## config.mk

```make
export PLATFORM = sky130hd
export DESIGN_NAME = counter4bit_ctrl
export DESIGN_NICKNAME = d
export VERILOG_FILES = /design/src/rtl/counter4bit_ctrl.sv
export SDC_FILE = /design/constraint.sdc
export NUM_CORES = 1
export LEC_CHECK = 0
export CAP_MARGIN = 15
export CORE_ASPECT_RATIO = 1.2
export CORE_MARGIN = 2
export CORE_UTILIZATION = 35
export DETAILED_ROUTE_END_ITERATION = 12
export GPL_ROUTABILITY_DRIVEN = 0
export GPL_TIMING_DRIVEN = 0
export REMOVE_ABC_BUFFERS = 1
export SLEW_MARGIN = 10
export SYNTH_ARGS = -nofsm -noshare
export SYNTH_HDL_FRONTEND = slang
export SYNTH_HIERARCHICAL = 1
export SYNTH_SLANG_ARGS = --single-unit
```

## constraint.sdc

```tcl
create_clock -name Clk -period 1.37 [get_ports Clk]
set_input_delay 0.137 -clock Clk [delete_from_list [all_inputs] [get_ports Clk]]
set_output_delay 0.137 -clock Clk [all_outputs]
set_load 0.1 [all_outputs]
```

## src/rtl/counter4bit_ctrl.sv

```systemverilog
// Push-button front end for the 4-bit up/down counter: sync + debounce, run/mode toggles, count-strobe prescaler, validated limit latch.
// Event-to-state latency is 3+DEB_CYCLES edges; SS strobes every DIV cycles while running; no backpressure.

module counter4bit_ctrl_btn #(
    parameter int DEB_CYCLES = 4
) (
    input  logic Clk,
    input  logic RST_N,
    input  logic btn_i,
    input  logic primed_i,
    output logic event_o
);
    localparam int CNT_W = (DEB_CYCLES > 1) ? $clog2(DEB_CYCLES) : 1;
    localparam logic [CNT_W-1:0] CNT_LAST = CNT_W'(DEB_CYCLES - 1);

    logic [1:0]       sync_q;
    logic [CNT_W-1:0] cnt_q, cnt_d;
    logic             db_q, db_d;
    logic             db_prev_q;
    logic             armed_q, armed_d;
    logic             sync_lvl;

    assign sync_lvl = sync_q[1];

    always_comb begin
        cnt_d = '0;
        db_d  = db_q;
        if (sync_lvl != db_q) begin
            if (cnt_q == CNT_LAST) begin
                db_d = ~db_q;
            end else begin
                cnt_d = cnt_q + 1'b1;
            end
        end
    end

    // A button held through reset must be seen released before it may raise an event.
    assign armed_d = armed_q | (primed_i & ~sync_lvl);

    always_ff @(posedge Clk or negedge RST_N) begin
        if (!RST_N) begin
            sync_q    <= 2'b00;
            cnt_q     <= '0;
            db_q      <= 1'b0;
            db_prev_q <= 1'b0;
            armed_q   <= 1'b0;
        end else begin
            sync_q    <= {sync_q[0], btn_i};
            cnt_q     <= cnt_d;
            db_q      <= db_d;
            db_prev_q <= db_q;
            armed_q   <= armed_d;
        end
    end

    assign event_o = db_q & ~db_prev_q & armed_q;
endmodule

module counter4bit_ctrl #(
    parameter int DEB_CYCLES = 4,
    parameter int DIV        = 4
) (
    input  logic       Clk,
    input  logic       RST_N,
    input  logic       BTN_SS,
    input  logic       BTN_MODE,
    input  logic       BTN_LOAD,
    input  logic [3:0] SW_MIN,
    input  logic [3:0] SW_MAX,
    output logic       SS,
    output logic       MODE,
    output logic [3:0] MIN,
    output logic [3:0] MAX,
    output logic       RUN,
    output logic       LIMIT_ERR
);
    localparam int DIV_W = (DIV > 1) ? $clog2(DIV) : 1;
    localparam logic [DIV_W-1:0] DIV_LAST = DIV_W'(DIV - 1);

    typedef enum logic {
        ST_STOP = 1'b0,
        ST_RUN  = 1'b1
    } state_t;

    state_t           state_q;
    logic [DIV_W-1:0] div_q;
    logic             mode_q;
    logic [3:0]       min_q;
    logic [3:0]       max_q;
    logic             err_q;
    logic [1:0]       prime_q;
    logic             ev_ss, ev_mode, ev_load;

    // Synchroniser outputs only reflect the pins after two edges out of reset.
    always_ff @(posedge Clk or negedge RST_N) begin
        if (!RST_N) begin
            prime_q <= 2'b00;
        end else begin
            prime_q <= {prime_q[0], 1'b1};
        end
    end

    counter4bit_ctrl_btn #(.DEB_CYCLES(DEB_CYCLES)) u_btn_ss (
        .Clk      (Clk),
        .RST_N    (RST_N),
        .btn_i    (BTN_SS),
        .primed_i (prime_q[1]),
        .event_o  (ev_ss)
    );

    counter4bit_ctrl_btn #(.DEB_CYCLES(DEB_CYCLES)) u_btn_mode (
        .Clk      (Clk),
        .RST_N    (RST_N),
        .btn_i    (BTN_MODE),
        .primed_i (prime_q[1]),
        .event_o  (ev_mode)
    );

    counter4bit_ctrl_btn #(.DEB_CYCLES(DEB_CYCLES)) u_btn_load (
        .Clk      (Clk),
        .RST_N    (RST_N),
        .btn_i    (BTN_LOAD),
        .primed_i (prime_q[1]),
        .event_o  (ev_load)
    );

    always_ff @(posedge Clk or negedge RST_N) begin
        if (!RST_N) begin
            state_q <= ST_STOP;
            div_q   <= '0;
            mode_q  <= 1'b1;
            min_q   <= 4'h0;
            max_q   <= 4'hF;
            err_q   <= 1'b0;
        end else begin
            // Load decision uses the pre-update state, so LOAD+SS in STOP still loads.
            if (ev_load && (state_q == ST_STOP)) begin
                if (SW_MIN <= SW_MAX) begin
                    min_q <= SW_MIN;
                    max_q <= SW_MAX;
                    err_q <= 1'b0;
                end else begin
                    min_q <= SW_MAX;
                    max_q <= SW_MIN;
                    err_q <= 1'b1;
                end
            end
            if (ev_mode) begin
                mode_q <= ~mode_q;
            end
            case (state_q)
                ST_STOP: begin
                    div_q <= '0;
                    if (ev_ss) begin
                        state_q <= ST_RUN;
                    end
                end
                ST_RUN: begin
                    if (ev_ss) begin
                        state_q <= ST_STOP;
                        div_q   <= '0;
                    end else if (div_q == DIV_LAST) begin
                        div_q <= '0;
                    end else begin
                        div_q <= div_q + 1'b1;
                    end
                end
                default: begin
                    state_q <= ST_STOP;
                    div_q   <= '0;
                end
            endcase
        end
    end

    assign RUN       = (state_q == ST_RUN);
    assign SS        = RUN && (div_q == DIV_LAST);
    assign MODE      = mode_q;
    assign MIN       = min_q;
    assign MAX       = max_q;
    assign LIMIT_ERR = err_q;
endmodule
```

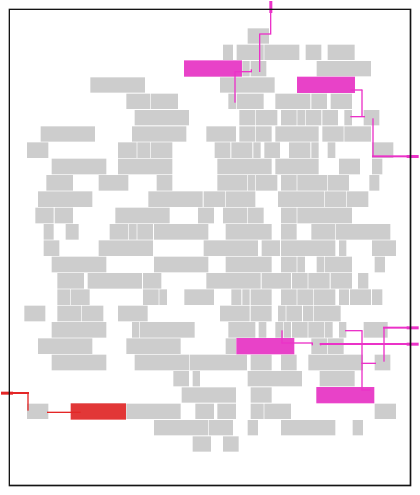
**Above:** run 1 (wires at chosen ports, followed through buffers).
Scale: 6 px per micron.
| color | port | direction | edge | end cells | buffers | wire |
|---|---|---|---|---|---|---|
| magenta | MAX | output | 3 right, 1 top | 4 | 4 | 88.5 microns |
| red | BTN_MODE | input | left | 1 | 1 | 10.9 microns |
num ports: 25
port bufs: 24

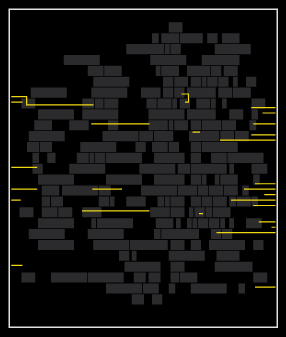
**Above:** run 1 (the metal 3 layer).
Scale: 4 px per micron. Cells faint in the background.
nets with wire on the layer: 23
wire length on this layer: 174 microns
share of all routed wire: 4.8%
longest straight run: 16.6 microns
main direction: horizontal
met3 Usage GRT: 0.0482
vias post-DR: 1238
final wirelength: 3670 microns

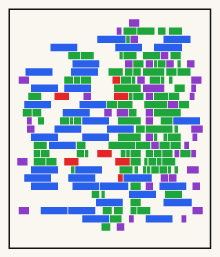
**Above:** run 1 (placed cells, one color a class).
Scale: 3 px per micron.
| color | class | cells |
|---|---|---|
| blue | sequential cells | 36 |
| purple | remaining buffers and delay cells | 41 |
| green | remaining logic cells | 101 |
| red | clock drivers and dummy loads | 7 |
final instance area: 0.00236 sq mm
fraction of area in registers: 0.385

==> flow_metrics.tcl, run 1 <==
# implementation run metrics
set metrics [dict create \
    ys_warn_count 6 \
    worst_pin_slew_ns 0.771 \
    p_comb_w 0.00293 \
    finalHoldViolCount 0 \
    wl_met3_microns 174 \
    synth_flops 36 \
    die_h_microns 79.1 \
    clock_latency_ns 0.28 \
    max_freq_ghz 0.679 \
    synthArstFlopShare 1.00 \
    clockBufferDepth 2 \
    p_comb_frac 0.549 \
    setup_violations 9 \
    vias_per_cell 5.09 \
    cp-end-kind "register" \
    pg_clk_w 0.000698 \
    hold_class "in2reg" \
    p_sw_frac 0.479 \
    worst_hold_slack_ns 0.249 \
    synthCells 140 \
    taps 58 \
    power_leakage_nw 0.997 \
    skew_ns 0.00208 \
    yosys-stat-area_sq_mm 0.00165 \
    worstRegToRegCells 6 \
    signal_buffers 41 \
    drtIter0Drc 87 \
    n_antenna_cell 0 \
    die_w_microns 66.6 \
    seq_power_w 0.00171 \
    grt_antenna_before_repair 0 \
    start_kind "primary input" \
    final_cell_mix "dfrtp_1, buf_4, nor3_2" \
    rows 27 \
    hold_start "SW_MAX[2]" \
    fin_crit_ns 1.47 \
    flop_area_sq_um 907 \
    dominant_cells "combinational gates" \
    dp.cells 217 \
    core_sq_mm 0.00456 \
    core_util_floorplan 0.361 \
    edf_count 0 \
    ctsHoldBuffers 1 \
    worstPathCellList "clkdlybuf4s15_1, ha_4, o21a_1, o31a_1, buf_6, nor3_2, a211oi_2" \
    drive_above_1_share 0.492 \
    hpwl_microns 2250 \
    ant_nets 0 \
    p_seq_frac 0.320 \
    stdcell_count 243 \
    cts-buffers-inserted 5 \
    h-tree-depth 2 \
    synth.most_common_cell "dfrtp_1" \
    path_clk_slew_ns 0.07 \
    power.total_w 0.00534 \
    ir_worst_vdd_mv 1.06 \
    post-place-ws_ns -0.903 \
    place_area_sq_mm 0.00193 \
    slew_violations 0 \
    finalCritPeriodShare 1.08 \
    clk_share 0.0345 \
    top_area_frac 0.471 \
    critical_path_required_ns 1.57 \
    drt-met1-wl_microns 1580 \
    warnings 27 \
    power.density_mw_per_mm2 2260 \
    wl_per_cell_microns 15.1 \
    synthDistinctLibCells 32 \
    inverters 7 \
    first_pass_iters 4 \
    violations "negative setup slack" \
    grtUsageMet1 0.163 \
    simple_gate_share 0.189 \
    path_max_fanout 7 \
    criticalPathCategory "in2reg" \
    arrival_ns 1.67 \
    fillers 397 \
    p_switching_w 0.00256 \
    ys_seq_share 0.551 \
    grt_pass1_vias 1248 \
    yosys-top-cells-area "dfrtp_1, dfstp_2, ha_1, nor3_1, a211oi_1" \
    clkbuf_count 5 \
    setup_slack_ns -0.103 \
    compound_area_frac 0.116 \
    reg2reg_from "u_btn_load/db_prev_q" \
    syn-cell-area_sq_mm 0.00165 \
    postCtsSetupBuffers 7 \
    status "complete, but fails checks" \
    met2_length_microns 1880 \
    cp_slowest_stage_delay_ns 0.37 \
    critPathLaunch "SW_MIN[2]" \
    drc 0 \
    cts_resized 77 \
    path_buffers 2 \
    comb.multi_input.count 94 \
    nets 206 \
    area_delta_synth_final_pct 43.2 \
    comb_area_frac 0.402 \
    die-area_sq_mm 0.00527 \
    critical_path_cell_count 7 \
    r2r_slack_ns -0.06 \
    grt_pass1_wl_microns 5640 \
    clock-root-buffer "clkbuf_8" \
    pwr-share-clk 0.131 \
    maxCapViolCount 0 \
    rsz0062_at_grt "true" \
    grt-ovfl-total 0 \
    avgSynthCellArea_sq_um 11.8 \
    min_to "MAX[2]" \
    highest_layer "met4" \
    grt_use_met2 0.247 \
    comb_area_sq_um 947 \
    yosysTopAreaCell "dfrtp_1" \
    fin_util 0.517 \
    nonClkBufAreaFrac 0.137 \
    ys_top_logic_family "simple AND/OR/NAND/NOR gates" \
    synthXorXnorAreaFrac 0.0266 \
]
==> run 2: changes to the inputs <==
--- a/config.mk
+++ b/config.mk
@@ -8,10 +8,12 @@
 export CAP_MARGIN = 15
 export CORE_ASPECT_RATIO = 1.2
 export CORE_MARGIN = 2
-export CORE_UTILIZATION = 35
+export CORE_UTILIZATION = 47
 export DETAILED_ROUTE_END_ITERATION = 12
 export GPL_ROUTABILITY_DRIVEN = 0
 export GPL_TIMING_DRIVEN = 0
+export PLACE_DENSITY = 0.74
+export RECOVER_POWER = 25
 export REMOVE_ABC_BUFFERS = 1
 export SLEW_MARGIN = 10
 export SYNTH_ARGS = -nofsm -noshare
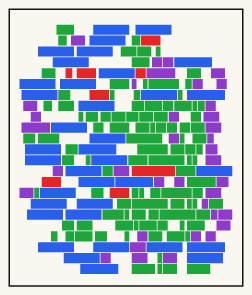
**Above:** run 2 (placed cells, one color a class).
Scale: 4 px per micron.
| color | class | cells |
|---|---|---|
| green | remaining logic cells | 100 |
| red | clock drivers and dummy loads | 8 |
| purple | remaining buffers and delay cells | 37 |
| blue | sequential cells | 36 |
core region area: 0.00334 sq mm
final core area utilization: 0.702
final instance area: 0.00234 sq mm
Row Count: 23
fraction of area in registers: 0.387

==> run 2 against run 1 <==
The flow still finishes with violations (negative setup slack). Sequential power about the same. Global-route usage increased by 5.2 points. Register-to-register slack improved by 0.04 ns. Combinational power about the same. Count of clock-buffer cells in the layout unchanged. Fmax increased by 5.9%. Synthesized cell count unchanged. Critical endpoint is now MIN[0]. Via count increased by 2.9%. Worst setup slack improved by 0.082 ns.
==> flow_metrics.tcl, run 2 <==
# implementation run metrics
set metrics [dict create \
    io_pins 25 \
    p_comb_frac 0.523 \
    ys_warn_count 6 \
    clock_latency_ns 0.29 \
    gr-usage-met3 0.0392 \
    edf_count 0 \
    h-tree-depth 2 \
    first_pass_iters 4 \
    warnings 27 \
    ant_nets 0 \
    yosysTopAreaCell "dfrtp_1" \
    grtUsageMet1 0.237 \
    worstPathCellList "and3b_2, nor2b_4, buf_12, nand2_8, nor3_2, a211oi_2" \
    skew_ns 0.00507 \
    dominant_cells "combinational gates" \
    final_cell_mix "dfrtp_1, buf_4, nor3_2" \
    violations "negative setup slack" \
    path_clk_slew_ns 0.07 \
    grt-ovfl-total 0 \
    vias 1274 \
    syn-cell-area_sq_mm 0.00165 \
    die_h_microns 68.8 \
    p_sw_frac 0.468 \
    top_area_frac 0.471 \
    start_kind "register" \
    worst_hold_slack_ns 0.213 \
    setup_slack_ns -0.0214 \
    cp_slowest_stage_delay_ns 0.36 \
    critical_path_cell_count 6 \
    comb_area_sq_um 915 \
    power_leakage_nw 0.996 \
    status "complete, but fails checks" \
    synth_flops 36 \
    setup_violations 6 \
    ys_seq_share 0.551 \
    grt_pass1_wl_microns 5890 \
    criticalPathCategory "reg2reg" \
    critical_path_required_ns 1.54 \
    signal_buffers 37 \
    drtIter0Drc 77 \
    clockBufferDepth 2 \
    reg2reg_from "u_btn_load/db_prev_q" \
    synthCells 140 \
    finalCritPeriodShare 1.02 \
    hold_start "SW_MAX[2]" \
    simple_gate_share 0.189 \
    finalWirelength_microns 3850 \
    slew_violations 0 \
    min_to "MAX[2]" \
    postCtsSetupBuffers 9 \
    taps 37 \
    hold_class "in2reg" \
    inverters 7 \
    arrival_ns 1.56 \
    flop_area_sq_um 908 \
    drt-met1-wl_microns 1540 \
    finalHoldViolCount 0 \
    core_util_floorplan 0.493 \
    clkbuf_count 5 \
    cts-buffers-inserted 5 \
    rsz0062_at_grt "true" \
    cp-end-kind "register" \
    p_switching_w 0.00259 \
    highest_layer "met4" \
    stdcell_count 218 \
    ys_top_logic_family "simple AND/OR/NAND/NOR gates" \
    max_freq_ghz 0.719 \
    path_max_fanout 9 \
    power.total_w 0.00554 \
    p_comb_w 0.00290 \
    pg_clk_w 0.000927 \
    ctsHoldBuffers 1 \
    die_w_microns 58.0 \
    fillers 231 \
    p_seq_frac 0.310 \
    critPathLaunch "u_btn_load/db_prev_q" \
    r2r_slack_ns -0.02 \
    cts_resized 100 \
    fin_crit_ns 1.39 \
    ir_worst_vdd_mv 2.14 \
    seq_power_w 0.00172 \
    n_antenna_cell 0 \
    comb.multi_input.count 93 \
    met2_length_microns 1940 \
]
==> run 3: changes to the inputs <==
--- a/config.mk
+++ b/config.mk
@@ -8,11 +8,11 @@
 export CAP_MARGIN = 15
 export CORE_ASPECT_RATIO = 1.2
 export CORE_MARGIN = 2
-export CORE_UTILIZATION = 47
+export CORE_UTILIZATION = 52
 export DETAILED_ROUTE_END_ITERATION = 12
 export GPL_ROUTABILITY_DRIVEN = 0
 export GPL_TIMING_DRIVEN = 0
-export PLACE_DENSITY = 0.74
+export PLACE_DENSITY = 0.77
 export RECOVER_POWER = 25
 export REMOVE_ABC_BUFFERS = 1
 export SLEW_MARGIN = 10
==> constraint.sdc (replaced) <==
create_clock -name Clk -period 1.45 [get_ports Clk]
set_input_delay 0.145 -clock Clk [delete_from_list [all_inputs] [get_ports Clk]]
set_output_delay 0.145 -clock Clk [all_outputs]
set_load 0.1 [all_outputs]
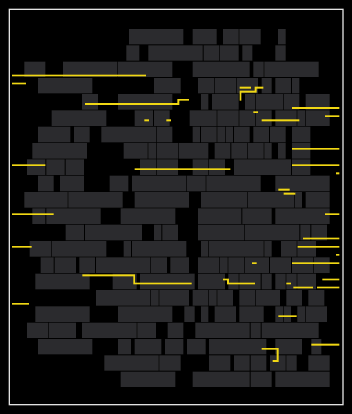
**Above:** run 3 (the metal 3 layer).
Scale: 6 px per micron. Cells faint in the background.
longest straight run: 22.1 microns
nets with wire on the layer: 29
share of all routed wire: 5.0%
met3 Usage GRT: 0.0650
final wirelength: 3700 microns
vias post-DR: 1283

==> run 3 against run 2 <==
The flow still finishes with violations (negative setup slack). Via count rose by 0.71%. Power fell by 13%. Non-clock buffer count rose by 2. Largest power group unchanged. Sequential power fell by 5%. Synthesized cell count did not move. Fmax fell by 6.6%. Cell area fell by 4.1%. Sequential share of layout area rose by 1.7 points. Critical endpoint is now MAX[1]. Critical path type unchanged.
==> flow_metrics.tcl, run 3 <==
# implementation run metrics
set metrics [dict create \
    ir_worst_vdd_mv 1.98 \
    fin_crit_ns 1.49 \
    skew_ns 0.00764 \
    status "complete, but fails checks" \
    grt_max_degree 37 \
    path_clk_slew_ns 0.11 \
    comb_area_sq_um 862 \
    cts_resized 82 \
    ant_nets 0 \
    cts-buffers-inserted 5 \
    max_freq_ghz 0.671 \
    path_max_fanout 7 \
    path_buffers 2 \
    place_area_sq_mm 0.00190 \
    clk_share 0.0223 \
    io_pins 25 \
    hold_class "in2reg" \
    die_w_microns 55.4 \
    criticalPathCategory "reg2reg" \
    finalHoldViolCount 0 \
    postCtsSetupBuffers 6 \
    grtUsageMet1 0.212 \
    ys_warn_count 6 \
    clock_latency_ns 0.33 \
    reg2reg_from "u_btn_load/db_q" \
    post-place-ws_ns -0.762 \
    syn-cell-area_sq_mm 0.00165 \
    clock-root-buffer "clkbuf_4" \
    stdcell_count 219 \
    fillers 209 \
    ys_seq_share 0.551 \
    grt_use_met2 0.359 \
    grt_pass1_vias 1292 \
    cts_sinks 36 \
    relSlewSlack 0.479 \
    cp-end-kind "register" \
    nonClkBufAreaFrac 0.159 \
    simple_gate_share 0.189 \
    wl_per_cell_microns 16.9 \
    fin_util 0.736 \
    final_cell_mix "dfrtp_1, buf_4, nor3_1" \
    setup_violations 4 \
    critical_path_required_ns 1.70 \
    wl_met3_microns 186 \
    slowest_stage "dfrtp_1" \
    synth.most_common_cell "dfrtp_1" \
    arrival_ns 1.74 \
    cp_slowest_stage_delay_ns 0.41 \
    p_comb_w 0.00271 \
    taps 36 \
    rows 22 \
    comb.multi_input.count 94 \
    core_util_floorplan 0.539 \
    grt_antenna_before_repair 0 \
    core_sq_mm 0.00306 \
    p_comb_frac 0.560 \
    power.total_w 0.00484 \
    finalCritPeriodShare 1.03 \
    grt-ovfl-total 0 \
    dp.cells 195 \
    first_pass_iters 4 \
    ys_sh_adder 0.0608 \
    edf_count 0 \
    maxCapViolCount 0 \
    seq_power_w 0.00163 \
    dominant_cells "registers" \
    min_to "MIN[1]" \
    comb_area_frac 0.383 \
    die-area_sq_mm 0.00363 \
    synth_flops 36 \
    rsz0062_at_grt "true" \
    drt-met1-wl_microns 1450 \
    yosys-stat-area_sq_mm 0.00165 \
    ys_top_logic_family "simple AND/OR/NAND/NOR gates" \
    inverters 7 \
    yosysTopAreaCell "dfrtp_1" \
    synthDistinctLibCells 32 \
    synthFlopType "dfrtp_1" \
    top_area_frac 0.471 \
    hold_start "SW_MIN[1]" \
    warnings 27 \
    worstRegToRegCells 6 \
    flop_area_sq_um 908 \
    critical_path_cell_count 6 \
    r2r_slack_ns -0.04 \
    ctsHoldBuffers 1 \
    drive_above_1_share 0.404 \
    compound_area_frac 0.116 \
    setup_slack_ns -0.0400 \
    drc 0 \
    highest_layer "met4" \
    clkbuf_count 5 \
    final_cell_area_sq_mm 0.00225 \
    p_seq_frac 0.337 \
    worst_pin_slew_ns 0.781 \
    worst_hold_slack_ns 0.232 \
    synthArstFlopShare 1.00 \
    mux_share 0.0205 \
    clockBufferDepth 2 \
    common_cells "dfrtp_1, nor3_1, nand2_1" \
    seq_area_frac 0.404 \
    hpwl_microns 2120 \
    signal_buffers 39 \
    start_kind "register" \
    violations "negative setup slack" \
    p_switching_w 0.00237 \
    yosys-top-cells-area "dfrtp_1, dfstp_2, ha_1, nor3_1, a211oi_1" \
    n_antenna_cell 0 \
    pwr-share-clk 0.103 \
    nets 204 \
    avgSynthCellArea_sq_um 11.8 \
    pg_clk_w 0.000496 \
    worstPathCellList "and3b_2, nor2b_4, buf_12, buf_6, o211ai_1, a211oi_1" \
    worst_r2r_endpoint "MAX[1]" \
    p_sw_frac 0.491 \
    slew_violations 0 \
    final_common_cell "dfrtp_1" \
    io_buffer_count 24 \
    grt_pass1_wl_microns 5580 \
    power.density_mw_per_mm2 2150 \
    power_leakage_nw 0.967 \
    setup_tns_ns -0.0829 \
    area_delta_synth_final_pct 36.6 \
    die_h_microns 65.6 \
    drtIter0Drc 64 \
    synthXorXnorAreaFrac 0.0266 \
    synthCells 140 \
    met2_length_microns 1940 \
    critPathLaunch "u_btn_load/db_q" \
    h-tree-depth 2 \
    vias_per_cell 5.86 \
]

==> gallery <==
Clock network drawn from the DEF.
picture 1
Scale: 6 px per micron.
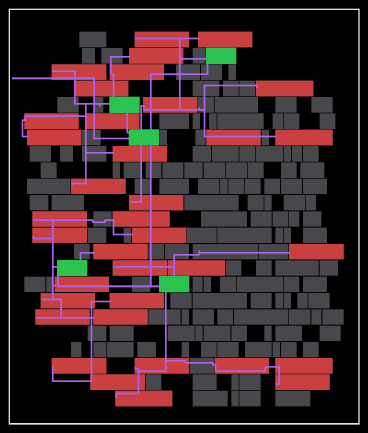
picture 2
Scale: 8 px per micron.
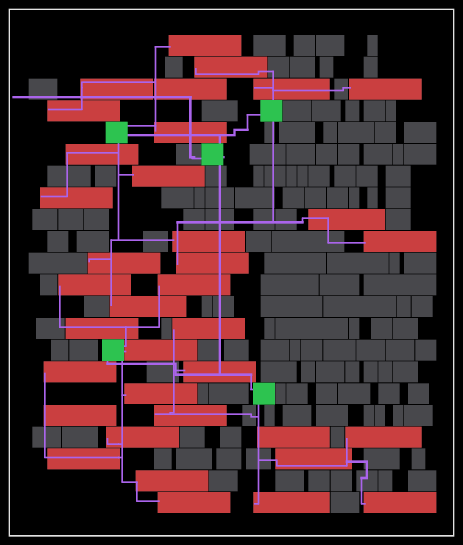
picture 3
Scale: 6 px per micron.
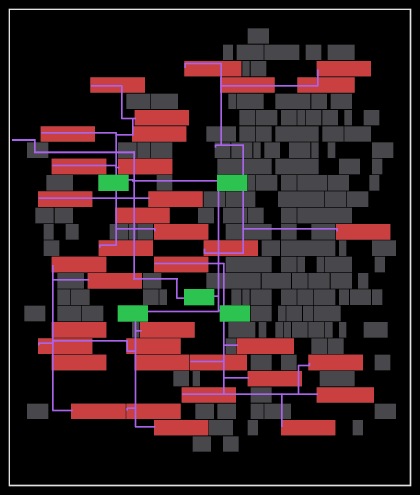
For run 1, see picture 3.
For run 3, see picture 2.
For run 2, see picture 1.

Key to picture 1:
[purple] clock wires | length: 445 microns
[green] clock-net drivers | count: 5
[red] flip-flops | count: 36
routed clock nets: 6

No activity file was given, so power comes from the tool's default toggle rates.
